==> config.mk <==
export PLATFORM = sky130hd
export DESIGN_NAME = demux1t2_32_stream
export DESIGN_NICKNAME = d
export VERILOG_FILES = /design/src/rtl/demux1t2_32_stream.sv
export SDC_FILE = /design/constraint.sdc
export NUM_CORES = 1
export LEC_CHECK = 0
export ABC_AREA = 1
export CORE_ASPECT_RATIO = 2
export CORE_MARGIN = 2
export CORE_UTILIZATION = 52
export CTS_CLUSTER_SIZE = 14
export DETAILED_ROUTE_END_ITERATION = 8
export PLACE_DENSITY = 0.75
export SLEW_MARGIN = 20
export SYNTH_ARGS = -nofsm -noshare
export SYNTH_HDL_FRONTEND = slang
export SYNTH_SLANG_ARGS = --single-unit
==> constraint.sdc <==
create_clock -name clk -period 2.25 [get_ports clk]
set_input_delay 0.225 -clock clk [delete_from_list [all_inputs] [get_ports clk]]
set_output_delay 0.225 -clock clk [all_outputs]
set_load 0.03 [all_outputs]
==> images/placement_by_type.png <==
Scale: 2 px per um.
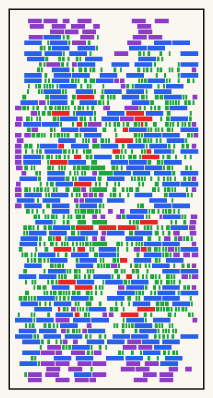
[red] clock drivers and dummy loads | cells: 31 | share of their area: 5.1%
[blue] sequential cells | cells: 200 | share of their area: 47%
[purple] remaining buffers and delay cells | cells: 134 | share of their area: 16%
[green] combinational and other logic | cells: 748 | share of their area: 32%
row count: 67
flop share of the area: 45.4%
final core utilization: 65.7%
Design Area, Final: 0.0110 sq mm

==> images/io_fan.png <==
Scale: 3 px per um.
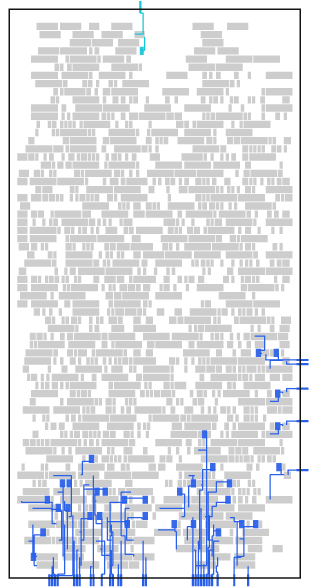
[blue] o1_data | direction: output | edge: 27 bottom, 5 right | end cells: 32 | buffers: 32 | wire: 960 um
[cyan] o0_ready | direction: input | edge: top | end cells: 1 | buffers: 1 | wire: 16.8 um
IO buf count: 104
number of top-level pins: 105

==> images/layer_met3.png <==
Scale: 2 px per um. Cells faint in the background.
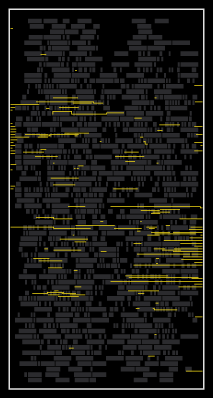
wire length on this layer: 1080 um
main direction: horizontal
longest straight run: 45.8 um
nets with wire on the layer: 96
share of all routed wire: 4.8%
via count: 7281
met3 usage: 3.82%
Post-Route WL: 22.7 mm

==> images/clocks.png <==
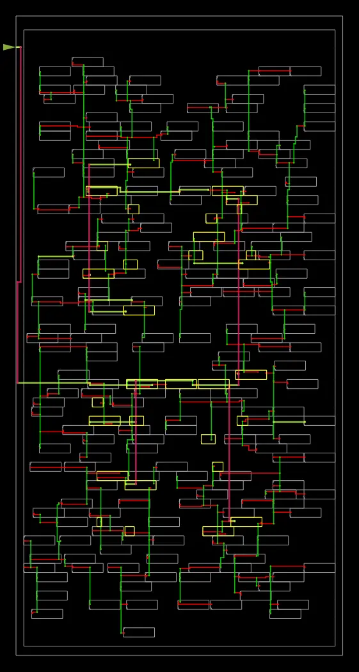
Num CTS Buffers: 17
clock distribution power: 2870 uW

==> GITHUB_STEP_SUMMARY <==
## PnR job results

| Metric | Value |
|---|---|
| Run status | `completed` |
| Final Hold Fails | `0` |
| Post-Syn Area per Cell | `8.65 sq um` |
| Comb/total area | `28.9%` |
| Commonest Layout Cell | `nand2_1` |
| VDD IR max | `1.63 mV` |
| Area delta synth->final | `23.6%` |
| Number of global-route vias before repair | `7082` |
| Final setup violation count | `0` |
| Setup WS pre-CTS | `0.354 ns` |
| Mapped Cells | `1030` |
| CP Buf/Inv Count | `3` |
| Final Skew | `0.0136 ns` |
| Design Power | `20700 uW` |
| Final clock-cell share | `4.95%` |
| Max incr delay on CP | `0.58 ns` |
| Tmin final | `2.17 ns` |
| Max-Slew Margin vs Limit | `43.0%` |
| Tool Warnings | `26` |
| Pwr/cell area | `1880 mW/mm^2` |
| Inverters | `74` |
| Data arrival, critical path | `1.94 ns` |
| Layout cells sized above 1 | `12.5%` |
| DR iter-0 viols | `361` |
| Flop pwr share | `29.7%` |
| Synth Area in Simple Gates | `27.2%` |
| Initial antenna violation count | `0` |
| Area fraction in mux cells | `0%` |
| Chip height | `189 um` |
| Worst hold slack | `0.233 ns` |
| Top Layout Cells | `nand2_1, dfrtp_1, nand4_1, inv_1, o21ai_1` |
| Synth area leaders | `dfrtp_1, nand2_1, nand4_1` |
| CTS H-tree lvls | `4` |
| Max Fanout on Critical Path | `8` |
| Max reg flops | `128` |
| Unique masters post-synth | `21` |
| Total negative setup slack | `0 ns` |
| FF+latch area | `0.00500 sq mm` |
| GRT Total Usage | `26.3%` |
| Diode count | `0` |
| Post-cts hold-fix buffer tally | `1` |
| Switching Share | `42.9%` |
| Non-clock buffers, area share | `15.9%` |
| Worst slew pin tran | `0.854 ns` |
| Largest net degree at the start of global routing | `70` |
| Vias/cell | `5.52` |
| Final #Nets | `1141` |
| DIE WIDTH | `96.5 um` |
| Slew Limit Fails | `0` |
| CTS tree | `yes` |
| Yosys Instances | `1030` |
| Synthesis area per yosys | `0.00891 sq mm` |
| Pwr top | `combinational logic` |
| R2R depth | `7` |
| Worst path slowest cell | `clkdlybuf4s50_1` |
| Main logic family | `simple AND/OR/NAND/NOR gates` |
| Syn_nets | `1070` |
| # DRC | `0` |
| Period utilization | `96.3%` |
| CTS sink count | `200` |
| Post-synth regs | `200` |
| RSZ-0062 raised after global routing | `no` |
| Top delay family on crit path | `buffers and inverters` |
| Largest area contributor in the netlist | `dfrtp_1` |
| Kind of end point of the critical path | `output port` |
| Post-route insts no fill | `1320` |
| Largest cell class | `registers` |
| Post-CTS setup buffers | `0` |
| DRT Pass-1 Iters | `5` |
| Max_cap viols | `0` |
| Worst min path class | `input pin to async pin` |
| Post-synthesis sequential area ratio | `56.2%` |
| Placed instance area | `0.0104 sq mm` |
| GRT Residual Overflow | `0` |
| Post-synth design cell area | `0.00891 sq mm` |
==> routing by layer <==
metal / vias to the layer above / global-route usage [%] / part of all wire [%]
li1: 3520 / - / -
met1: 3515 / 30.8 / 36
met2: 205 / 46.4 / 56
met3: 41 / 3.82 / 4.7
met4: 0 / 11.6 / 4.0
met5: - / 0 / 0
==> synth_stat cells <==
cell type and count:
buf_6 20, buf_2 6, clkbuf_1 52, buf_1 4
nand2_1 392, nand3_1 3, clkinv_1 1, nor2_1 4
inv_2 5, nor2_8 1, ha_1 2, o21ai_0 64
a21oi_1 2, xnor2_1 4, xor2_1 2, nand4_4 4
nand4_1 128, dfrtp_1 200, o21ai_1 66, nor2_2 2
inv_1 68
Power is estimated from default activity; no workload was simulated.
